===== src/rtl/answer_gen_pkg.sv =====
// Shared definitions for the answer generator: FSM encoding, LFSR taps,
// default seed and the single-step LFSR function.
package answer_gen_pkg;

  typedef enum logic [1:0] {
    ST_IDLE = 2'b00,
    ST_PICK = 2'b01,
    ST_DONE = 2'b10
  } state_t;

  localparam logic [15:0] LFSR_TAPS    = 16'hB400;
  localparam logic [15:0] DEFAULT_SEED = 16'hACE1;

  // Galois right-shift step; a non-zero state never reaches zero
  function automatic logic [15:0] lfsr_step(input logic [15:0] cur);
    return {1'b0, cur[15:1]} ^ (cur[0] ? LFSR_TAPS : 16'h0000);
  endfunction

endpackage


===== src/rtl/answer_gen_lfsr16.sv =====
// 16-bit Galois LFSR that steps every cycle; a load replaces the step, and a
// zero seed is swapped for SEED so the register never locks up at zero.
module lfsr16
  import answer_gen_pkg::*;
#(
  parameter logic [15:0] SEED = DEFAULT_SEED
) (
  input  logic        clk,
  input  logic        rst,
  input  logic        load,
  input  logic [15:0] seed,
  output logic [3:0]  nibble
);

  logic [15:0] lfsr_reg;
  logic [15:0] lfsr_next;

  always_comb begin
    lfsr_next = lfsr_step(lfsr_reg);
    if (load) begin
      lfsr_next = (seed == 16'h0000) ? SEED : seed;
    end
  end

  always_ff @(posedge clk or negedge rst) begin
    if (!rst) begin
      lfsr_reg <= SEED;
    end else begin
      lfsr_reg <= lfsr_next;
    end
  end

  assign nibble = lfsr_reg[3:0];

endmodule


===== src/rtl/answer_gen.sv =====
// Builds a four-digit answer of distinct digits (each <= MAX_DIGIT) by
// drawing LFSR nibbles and rejecting out-of-range or repeated candidates.
module answer_gen
  import answer_gen_pkg::*;
#(
  parameter logic [15:0] SEED      = DEFAULT_SEED,
  parameter logic [3:0]  MAX_DIGIT = 4'd9
) (
  input  logic        clk,
  input  logic        rst,
  input  logic        req,
  input  logic        seed_load,
  input  logic [15:0] seed,
  input  logic        ack,
  output logic [15:0] answer,
  output logic        valid,
  output logic        busy,
  output logic [7:0]  rejects
);

  state_t      state_reg;
  state_t      state_next;
  logic [1:0]  idx_reg;
  logic [15:0] answer_reg;
  logic [7:0]  rejects_reg;
  logic [3:0]  cand;
  logic [3:0]  dup;
  logic        accept;

  lfsr16 #(.SEED(SEED)) u_lfsr (
    .clk    (clk),
    .rst    (rst),
    .load   (seed_load && (state_reg == ST_IDLE)),
    .seed   (seed),
    .nibble (cand)
  );

  // Slot gi holds the gi-th accepted digit; only filled slots can collide
  genvar gi;
  generate
    for (gi = 0; gi < 4; gi++) begin : g_dup
      assign dup[gi] = (2'(gi) < idx_reg) && (answer_reg[15-4*gi -: 4] == cand);
    end
  endgenerate

  assign accept = (cand <= MAX_DIGIT) && (dup == 4'b0000);

  always_comb begin
    state_next = state_reg;
    case (state_reg)
      ST_IDLE: if (req) state_next = ST_PICK;
      ST_PICK: if (accept && (idx_reg == 2'd3)) state_next = ST_DONE;
      ST_DONE: if (ack) state_next = ST_IDLE;
      default: state_next = ST_IDLE;
    endcase
  end

  always_ff @(posedge clk or negedge rst) begin
    if (!rst) begin
      state_reg <= ST_IDLE;
    end else begin
      state_reg <= state_next;
    end
  end

  always_ff @(posedge clk or negedge rst) begin
    if (!rst) begin
      idx_reg     <= 2'd0;
      answer_reg  <= 16'h0000;
      rejects_reg <= 8'h00;
    end else begin
      case (state_reg)
        ST_IDLE: begin
          if (req) begin
            idx_reg     <= 2'd0;
            answer_reg  <= 16'h0000;
            rejects_reg <= 8'h00;
          end
        end
        ST_PICK: begin
          if (accept) begin
            answer_reg[{~idx_reg, 2'b00} +: 4] <= cand;
            idx_reg                            <= idx_reg + 2'd1;
          end else if (rejects_reg != 8'hFF) begin
            rejects_reg <= rejects_reg + 8'd1;
          end
        end
        default: ;
      endcase
    end
  end

  assign answer  = answer_reg;
  assign rejects = rejects_reg;
  assign busy    = (state_reg == ST_PICK);
  assign valid   = (state_reg == ST_DONE);

endmodule


===== config.mk =====
export PLATFORM = sky130hd
export DESIGN_NAME = answer_gen
export DESIGN_NICKNAME = d
export VERILOG_FILES = /design/src/rtl/answer_gen_pkg.sv /design/src/rtl/answer_gen_lfsr16.sv /design/src/rtl/answer_gen.sv
export SDC_FILE = /design/constraint.sdc
export NUM_CORES = 1
export LEC_CHECK = 0
export CORE_ASPECT_RATIO = 1.2
export CORE_UTILIZATION = 46
export CTS_CLUSTER_DIAMETER = 30
export DETAILED_ROUTE_END_ITERATION = 6
export GPL_ROUTABILITY_DRIVEN = 1
export PLACE_DENSITY = 0.81
export SLEW_MARGIN = 30
export SYNTH_ARGS = -nofsm -noshare
export SYNTH_HDL_FRONTEND = slang
export SYNTH_SLANG_ARGS = --single-unit

===== constraint.sdc =====
create_clock -name clk -period 1.9 [get_ports clk]
set_input_delay 0.57 -clock clk [delete_from_list [all_inputs] [get_ports clk]]
set_output_delay 0.57 -clock clk [all_outputs]
set_load 0.02 [all_outputs]

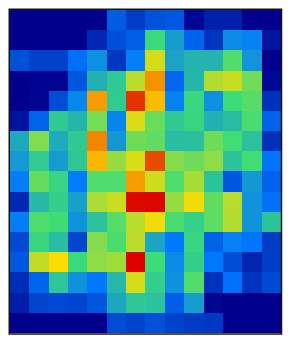
(run_1/metal_density.png)
Drawn at 4 px/um. The die is cut into 14 by 16 equal tiles; dark blue is low, red is high, scaled to the fullest tile. Values are wire area over tile area, all layers added.
densest ninth of the die: center
mean over tiles: 0.15
nearly empty tiles: 14%
emptiest ninth of the die: upper left

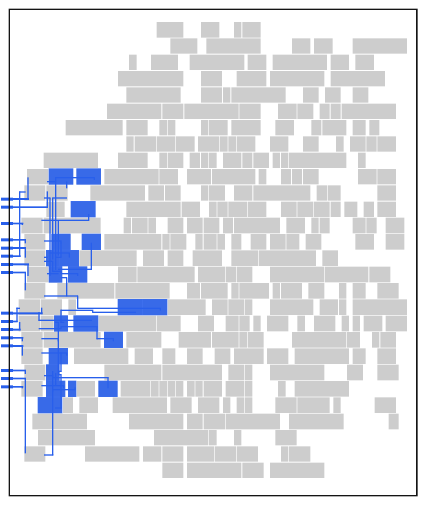
(run_1/io_fan.png)
Drawn at 6 px/um.
| color | port | bits | direction | edge | end cells | buffers | wire |
|---|---|---|---|---|---|---|---|
| blue | seed | 16 | input | left | 20 | 16 | 308 um |

==> results.py, run 1 <==
# Flow results
metrics = {
    "status": {
        "outcome": "complete, but fails checks",
        "violations": "setup timing",
    },
    "global_routing": {
        "grt_first_pass_wirelength_mm": 8.54,
        "grtUsageMet3_pct": 4.35,
        "antenna_found_initial": 0,
        "met2_usage_pct": 36.4,
        "grtUsageMet1_pct": 25.4,
        "track_usage_pct": 21.3,
        "grt_pass1_vias": 1873,
        "grt_max_degree": 28,
        "top_usage_layer": "met2",
    },
    "floorplan": {
        "rows": 28,
        "die_y_um": 80.8,
        "fp_util_pct": 48.2,
        "die_width_um": 67.7,
        "coreArea_sq_um": 4940,
        "dieArea_sq_um": 5470,
    },
    "final_timing": {
        "slew_headroom_pct": 71.4,
        "holdWs_ns": 0.191,
        "finalHoldViolCount": 0,
        "postLayoutSetupSlackWorst_ns": -0.0115,
        "period_minus_slack_ns": 1.91,
        "tns_ns": -0.0359,
        "setup_violations": 6,
        "maxSlewViolCount": 0,
        "period_used_pct": 101,
        "tightest_slew_ns": 0.429,
        "fmax_mhz": 523,
        "rsz0062_at_grt": "yes",
    },
    "clocking": {
        "cts.sinks": 44,
        "root_buffer": "clkbuf_8",
        "cts_max_level": 2,
        "cts_max_path_buffers": 2,
        "clkTransAtPathRegs_ns": 0.08,
        "clock_latency_ns": 0.30,
        "cts_resized": 20,
        "post-cts-setup-buffers": 2,
        "cts_tree": "built",
        "cts-hold-fix-buffers": 0,
    },
    "synth": {
        "area_leaders": "dfrtp_1, dfstp_2, mux2i_1",
        "top_logic_kind": "AND-OR/OR-AND gates",
        "ys_area_sq_um": 2380,
        "yosysTopAreaCell": "dfrtp_1",
        "synthTopCellsByCount": "dfrtp_1, nand2_1, inv_1",
        "ys_async_sr_fraction_pct": 100,
        "synth.cellmix.compoundShare_pct": 14.1,
        "synth_seq_share_pct": 46.7,
        "synthAdderAreaFrac_pct": 3.15,
        "synth_cells": 223,
        "syn_nets": 250,
        "ys_cells": 223,
        "synthSimpleGateAreaFrac_pct": 13.8,
        "syn_area_sq_um": 2380,
        "synth_top_cell_by_count": "dfrtp_1",
        "ys_ff": 44,
        "synthFlopType": "dfrtp_1",
        "synth.distinct_cells": 46,
        "ys_sh_xor_pct": 4.73,
        "syn_area_per_cell_sq_um": 10.7,
        "mux_share_pct": 10.9,
    },
    "power": {
        "power.density_nw_per_um2": 1910,
        "power_leakage_uw": 0.00153,
        "pwr-share-comb_pct": 57.7,
        "ir_drop_mv": 0.914,
        "internal-power_uw": 3770,
        "pwr-share-seq_pct": 29.8,
        "p_switching_uw": 2500,
        "switching_share_pct": 39.9,
    },
    "finish": {
        "sh_seq_area_pct": 34.0,
        "fillers": 387,
        "nNonClkBuffers": 79,
        "clkCellAreaFrac_pct": 3.85,
        "antennaDiodeCount": 0,
        "sequential_cell_total": 44,
        "fin_util_pct": 66.4,
        "seq_area_sq_um": 1120,
        "finalInstanceArea_sq_um": 3280,
        "inv_count": 23,
        "clock_buffers": 7,
        "biggestCellCategory": "logic gates",
        "drive_gt1_share_pct": 27.6,
        "comb-cell-share_pct": 35.1,
        "buf_share_pct": 22.1,
        "final_cell_mix": "dfrtp_1, buf_4, nand2_1",
        "layout_top_cell": "dfrtp_1",
        "multiInputCombCellCount": 147,
    },
    "worst_hold_path": {
        "holdCritPathClass": "in -> async",
    },
    "setup_path": {
        "reg2reg_slack_ns": -0.01,
        "crit_required_ns": 2.09,
        "cp.arrival_ns": 2.10,
        "startpoint": "u_lfsr.lfsr_reg[0]",
        "r2r_cells": 7,
        "critPathMaxFanout": 5,
        "end_kind": "flip-flop",
        "critical_path_class": "reg -> reg",
        "worstSetupStartpointType": "flip-flop",
        "reg2reg_from": "u_lfsr.lfsr_reg[0]",
    },
    "job": {
        "cap_violations": 0,
        "warnings": 31,
    },
    "drt": {
        "drtIter0Drc": 50,
        "drt_pass1_iterations": 4,
        "post-route-drc-count": 0,
        "viasPerCell": 5.31,
        "dr_total_vias": 1918,
        "wirelength_mm": 5.22,
    },
    "placed_design": {
        "portBuffers": 46,
        "pre_cts_slack_ns": -0.0805,
        "gp_congestion": 0.836,
        "dpl_cell_area_sq_um": 3070,
    },
}
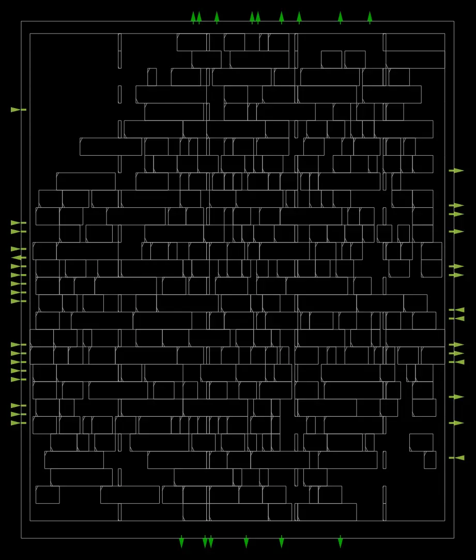
(run_1/placement.png)
final non-filler cell total: 361
tap cells: 60

==> run 1: critical path, cell delays in order, from the launching register on <==
cell     delay [ns]
dfstp_2        0.59
buf_6          0.12
a21oi_2        0.06
a31o_4         0.25
o31ai_4        0.35
o21ai_1        0.12
buf_4          0.18
mux2i_1        0.12
==> run 1: layer usage <==
metal  share of wire [%]  wire length [um]  vias to the layer above
met3                 3.5               181                       11
met1                  41              2160                      926
li1                    -                 -                      933
met5                   0                 0                        -
met4                 1.6                82                        0
met2                  53              2790                       48
==> run 1: power by group through the flow <==
stage | Clock, uW | Combinational (uW) | Sequential [uW]
2_1_floorplan | 0 | 2090 | 2020
3_3_place_gp | 0 | 3370 | 1880
3_5_place_dp | 0 | 3460 | 1890
4_1_cts | 800 | 3460 | 1870
5_1_grt | 836 | 3940 | 1930
6_report | 784 | 3620 | 1870
==> run_1/wires.png <==
Drawn at 4 px/um. Two of the layers only.
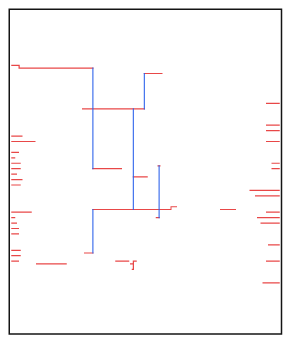

--- run 2 (diff from run 1) ---
Settings changed: MAX_ROUTING_LAYER set to met4.
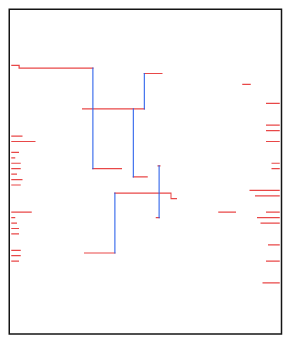
(run_2/wires.png)
Drawn at 4 px/um. Two of the layers only.
| color | layer | wire length |
|---|---|---|
| blue | metal 4 | 78.9 um |
| red | metal 3 | 170 um |

==> results.py, run 2 <==
# Flow results
metrics = {
    "setup_path": {
        "slowest_delay_ns": 0.45,
        "cp_num_cells": 7,
        "startpoint": "u_lfsr.lfsr_reg[2]",
        "crit_required_ns": 2.08,
        "reg2reg_slack_ns": -0.01,
        "crit_path_frequent_cell": "buf_4",
        "critPathTopFamily": "AND-OR/OR-AND gates",
        "cp.arrival_ns": 2.10,
        "r2r_end": "answer[11]",
        "worstSetupStartpointType": "flip-flop",
        "critical_path_class": "reg -> reg",
        "crit_end": "answer[11]",
        "path_buffers": 2,
        "worstPathCellList": "buf_4 > o21a_1 > a31o_4 > o31ai_4 > o21ai_1 > buf_4 > mux2i_1",
        "critPathMaxFanout": 5,
        "r2r_cells": 7,
        "worst_path_max_delay_cell": "dfrtp_2",
        "end_kind": "flip-flop",
        "reg2reg_from": "u_lfsr.lfsr_reg[2]",
    },
    "finish": {
        "drive_gt1_share_pct": 27.6,
        "antennaDiodeCount": 0,
        "clkCellAreaFrac_pct": 3.85,
        "synthToLayoutAreaGrowth_pct": 37.8,
        "seq_area_sq_um": 1120,
        "final_cell_mix": "dfrtp_1, buf_4, nand2_1",
        "fillers": 387,
        "nNonClkBuffers": 79,
        "sequential_cell_total": 44,
        "comb-cell-share_pct": 35.1,
        "sh_seq_area_pct": 34.0,
        "multiInputCombCellCount": 147,
        "clock_buffers": 7,
        "buf_share_pct": 22.1,
        "biggestCellCategory": "logic gates",
        "nets": 327,
        "inv_count": 23,
        "final-comb-area_sq_um": 1150,
        "layout_top_cell": "dfrtp_1",
    },
    "synth": {
        "synth.cellmix.compoundShare_pct": 14.1,
        "syn_nets": 250,
        "synthAdderAreaFrac_pct": 3.15,
        "ys_area_sq_um": 2380,
        "synthTopCellsByCount": "dfrtp_1, nand2_1, inv_1",
        "synthSimpleGateAreaFrac_pct": 13.8,
        "ys_async_sr_fraction_pct": 100,
        "top_logic_kind": "AND-OR/OR-AND gates",
        "yosysTopAreaCell": "dfrtp_1",
        "synthFlopType": "dfrtp_1",
        "mux_share_pct": 10.9,
        "yosysWarningCount": 0,
        "ys_ff": 44,
        "synth.distinct_cells": 46,
        "ys_sh_xor_pct": 4.73,
        "syn_area_per_cell_sq_um": 10.7,
        "synth_top_cell_by_count": "dfrtp_1",
        "syn_area_sq_um": 2380,
        "synth_seq_share_pct": 46.7,
        "ys_cells": 223,
        "area_leaders": "dfrtp_1, dfstp_2, mux2i_1",
        "synth_cells": 223,
    },
    "drt": {
        "drtIter0Drc": 58,
        "viasPerCell": 5.32,
        "met2_length_mm": 2.79,
        "wirelength_mm": 5.22,
        "dr_total_vias": 1919,
        "met3WireLength_um": 170,
        "wl_met1_mm": 2.18,
        "highest_layer": "met4",
        "ant_nets": 0,
        "drt_pass1_iterations": 4,
        "post-route-drc-count": 0,
    },
    "floorplan": {
        "die_y_um": 80.8,
        "fp_util_pct": 48.2,
        "coreArea_sq_um": 4940,
        "die_width_um": 67.7,
        "io_pins": 47,
        "rows": 28,
        "dieArea_sq_um": 5470,
        "n_tap_cell": 60,
    },
    "power": {
        "total_power_uw": 6270,
        "pg_seq_uw": 1870,
        "power_leakage_uw": 0.00153,
        "pwr-share-seq_pct": 29.8,
        "clkPwrFrac_pct": 12.5,
        "internal-power_uw": 3770,
        "p_clk_uw": 783,
        "power.density_nw_per_um2": 1910,
        "p_switching_uw": 2500,
        "ir_drop_mv": 0.916,
        "pwr-share-comb_pct": 57.7,
        "maxPowerGroup": "combinational cells",
        "switching_share_pct": 39.9,
        "combinationalPower_uw": 3620,
    },
    "final_timing": {
        "finalHoldViolCount": 0,
        "period_minus_slack_ns": 1.91,
        "finClkSkew_ns": 0.00809,
        "postLayoutSetupSlackWorst_ns": -0.0128,
        "tightest_slew_ns": 0.429,
        "setup_violations": 7,
        "holdWs_ns": 0.192,
        "maxSlewViolCount": 0,
        "fmax_mhz": 523,
        "slew_headroom_pct": 71.4,
        "rsz0062_at_grt": "yes",
        "period_used_pct": 101,
    },
    "global_routing": {
        "grtUsageMet1_pct": 25.4,
        "grtUsageMet3_pct": 4.35,
        "antenna_found_initial": 0,
        "grt_first_pass_wirelength_mm": 8.56,
        "track_usage_pct": 21.9,
        "grt_max_degree": 28,
        "met2_usage_pct": 36.4,
        "grt_pass1_vias": 1873,
        "top_usage_layer": "met2",
    },
    "clocking": {
        "cts_max_path_buffers": 2,
        "cts_max_level": 2,
        "cts.sinks": 44,
        "clock_latency_ns": 0.30,
        "cts-hold-fix-buffers": 0,
        "post-cts-setup-buffers": 2,
        "cts_tree": "built",
        "cts_resized": 20,
        "clkTransAtPathRegs_ns": 0.08,
        "root_buffer": "clkbuf_8",
    },
    "status": {
        "outcome": "complete, but fails checks",
        "violations": "setup timing",
    },
    "placed_design": {
        "gp_congestion": 0.849,
        "portBuffers": 46,
    },
    "job": {
        "cap_violations": 0,
        "warnings": 31,
    },
    "worst_hold_path": {
        "holdCritPathClass": "in -> async",
    },
}
-- run 2: cell counts in the layout (fill, tap and decap cells not counted) --
No cell type changed its count.
-- run 2: through the flow --
stage | area (sq um) | setup slack [ns] | TNS (ns) | std cells | util (%)
6_report | 3280 | -0.0128 | -0.0446 | 361 | 66.4
2_1_floorplan | 2400 | 0.00206 | 0 | 223 | -
3_3_place_gp | 3070 | -0.0334 | -0.345 | 345 | 62.2
4_1_cts | 3200 | 0.00461 | 0 | 355 | 64.9
5_1_grt | 3280 | -0.0967 | -0.954 | 361 | 66.4
3_5_place_dp | 3070 | -0.0805 | -0.735 | 345 | 62.2
==> run_2/flops_by_reg.png <==
Drawn at 8 px/um. Other sequential cells in the stronger gray, the rest of the logic in the fainter gray.
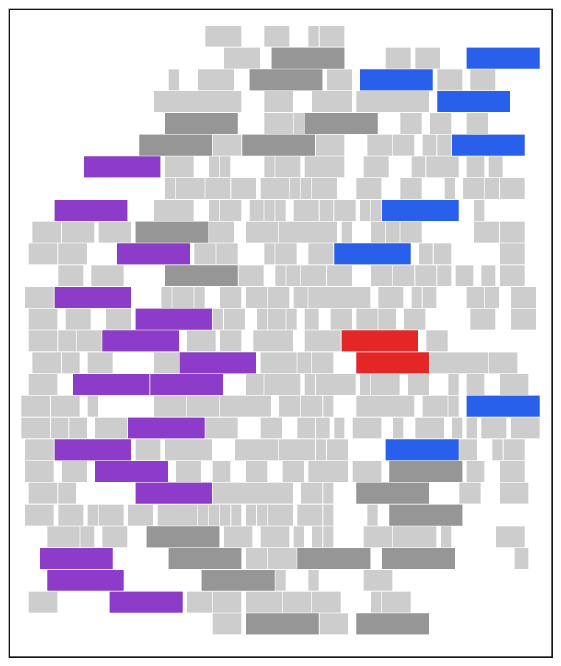

--- run 3 (diff from run 2) ---
Settings changed: CELL_PAD_IN_SITES_DETAIL_PLACEMENT set to 0, CELL_PAD_IN_SITES_GLOBAL_PLACEMENT set to 2, CORE_UTILIZATION 46 to 29, PLACE_DENSITY 0.81 to 0.8.
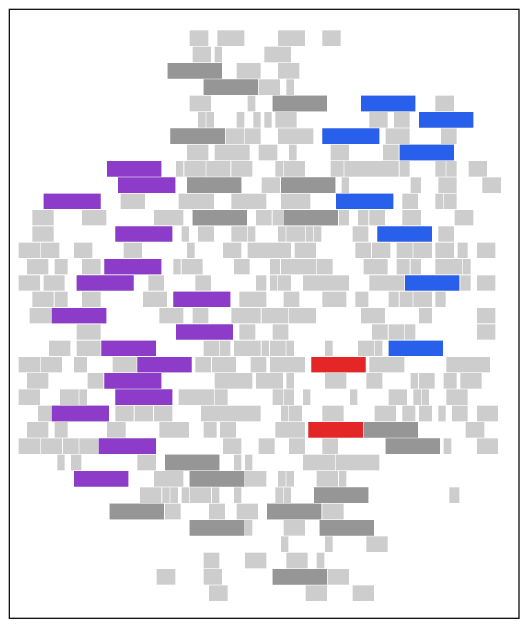
(run_3/flops_by_reg.png)
Drawn at 6 px/um. Other sequential cells in the stronger gray, the rest of the logic in the fainter gray.
| color | netlist name | placed flops |
|---|---|---|
| purple | u_lfsr.lfsr_reg | 16 |
| red | idx_reg | 2 |
| blue | rejects | 8 |

==> results.py, run 3 <==
# Flow results
metrics = {
    "drt": {
        "highest_layer": "met4",
        "drtIter0Drc": 81,
        "wl_met1_mm": 2.49,
        "post-route-drc-count": 0,
        "viasPerCell": 4.80,
        "ant_nets": 0,
        "drt_pass1_iterations": 6,
        "dr_total_vias": 1925,
        "wirelength_mm": 5.55,
    },
    "synth": {
        "yosysTopAreaCell": "dfrtp_1",
        "area_leaders": "dfrtp_1, dfstp_2, mux2i_1",
        "synth_cells": 223,
        "syn_area_sq_um": 2380,
        "synth_seq_share_pct": 46.7,
        "ys_async_sr_fraction_pct": 100,
        "ys_ff": 44,
        "synthFlopType": "dfrtp_1",
        "synthTopCellsByCount": "dfrtp_1, nand2_1, inv_1",
        "synth.distinct_cells": 46,
        "ys_cells": 223,
        "ys_area_sq_um": 2380,
        "yosysWarningCount": 0,
        "synth_top_cell_by_count": "dfrtp_1",
        "syn_area_per_cell_sq_um": 10.7,
    },
    "finish": {
        "sequential_cell_total": 44,
        "layout_top_cell": "buf_4",
        "clkCellAreaFrac_pct": 2.69,
        "multiInputCombCellCount": 147,
        "clock_buffers": 6,
        "comb-cell-share_pct": 35.8,
        "nNonClkBuffers": 87,
        "nets": 335,
        "antennaDiodeCount": 0,
        "buf_share_pct": 23.2,
        "drive_gt1_share_pct": 31.4,
        "final_cell_mix": "buf_4, dfrtp_1, nand2_1",
        "fin_util_pct": 44.1,
        "fillers": 780,
        "inv_count": 23,
        "seq_area_sq_um": 1120,
        "final-comb-area_sq_um": 1230,
        "instances_no_fill": 401,
        "sh_seq_area_pct": 32.5,
        "synthToLayoutAreaGrowth_pct": 44.4,
        "biggestCellCategory": "logic gates",
    },
    "global_routing": {
        "grt_pass1_vias": 1908,
        "antenna_found_initial": 0,
        "grtUsageMet3_pct": 3.34,
        "track_usage_pct": 13.9,
        "grtUsageMet1_pct": 16.6,
        "met2_usage_pct": 23.8,
        "grt_first_pass_wirelength_mm": 9.12,
        "top_usage_layer": "met2",
    },
    "final_timing": {
        "postLayoutSetupSlackWorst_ns": -0.0473,
        "finalHoldViolCount": 0,
        "period_minus_slack_ns": 1.95,
        "setup_violations": 7,
        "tightest_slew_ns": 0.404,
        "holdWs_ns": 0.116,
        "slew_headroom_pct": 72.9,
        "maxSlewViolCount": 0,
        "fmax_mhz": 514,
        "tns_ns": -0.125,
        "finClkSkew_ns": 0.00280,
        "rsz0062_at_grt": "yes",
        "period_used_pct": 102,
    },
    "setup_path": {
        "reg2reg_slack_ns": -0.05,
        "slowest_delay_ns": 0.42,
        "cp_num_cells": 7,
        "crit_required_ns": 2.09,
        "path_buffers": 1,
        "r2r_cells": 7,
        "end_kind": "flip-flop",
        "worst_path_max_delay_cell": "dfrtp_1",
        "worstPathCellList": "xor2_2 > a2111oi_4 > a31o_4 > buf_6 > o21ai_4 > and2_4 > a211o_1",
        "startpoint": "answer[14]",
        "worstSetupStartpointType": "flip-flop",
        "critical_path_class": "reg -> reg",
        "reg2reg_from": "answer[14]",
        "crit_end": "rejects[2]",
        "cp.arrival_ns": 2.14,
        "critPathTopFamily": "AND-OR/OR-AND gates",
    },
    "floorplan": {
        "n_tap_cell": 92,
        "coreArea_sq_um": 7790,
        "die_y_um": 101,
        "die_width_um": 84.7,
        "rows": 35,
        "fp_util_pct": 30.5,
        "dieArea_sq_um": 8580,
    },
    "power": {
        "power_leakage_uw": 0.00158,
        "ir_drop_mv": 0.542,
        "total_power_uw": 6450,
        "power.density_nw_per_um2": 1880,
    },
    "clocking": {
        "root_buffer": "clkbuf_8",
        "cts-hold-fix-buffers": 0,
        "cts_max_level": 2,
        "cts.sinks": 44,
        "clock_latency_ns": 0.30,
        "cts_tree": "built",
        "cts_max_path_buffers": 2,
    },
    "placed_design": {
        "portBuffers": 46,
        "gp_congestion": 0.777,
        "pre_cts_slack_ns": -0.166,
        "dpl_cell_area_sq_um": 3190,
    },
    "job": {
        "warnings": 32,
        "cap_violations": 0,
    },
    "status": {
        "outcome": "complete, but fails checks",
        "violations": "setup timing",
    },
    "worst_hold_path": {
        "holdCritPathClass": "in -> async",
    },
}
[run 3: cell counts after synthesis]
Identical to the previous run, type by type.
[run 3: cell families after synthesis]
kind of cell,Yosys count,share of synthesized area (%)
and+or+nand+nor,67,13.8
DFF,44,46.7
xor gates and xnor gates,12,4.73
buffers and inverters,32,6.62
AOI/OAI and AO/OA,37,14.1
muxes,25,10.9
adders and majority gates,6,3.15
[run 3: what timing repair did]
action / in CTS / in global routing
pin swaps: 8 / 7
buffers inserted: 0 / 6
endpoints found under the setup margin: 41 / 27
gates resized: 23 / 27
[run 3: report_power, final]
part           leakage, uW  switching [uW]  total (uW)  internal (uW)
clock            0.0000510             328         618            291
combinational     0.000993            1900        3940           2040
sequential        0.000533             444        1890           1450
total              0.00158            2670        6450           3780
Power is estimated from default activity; no workload was simulated.
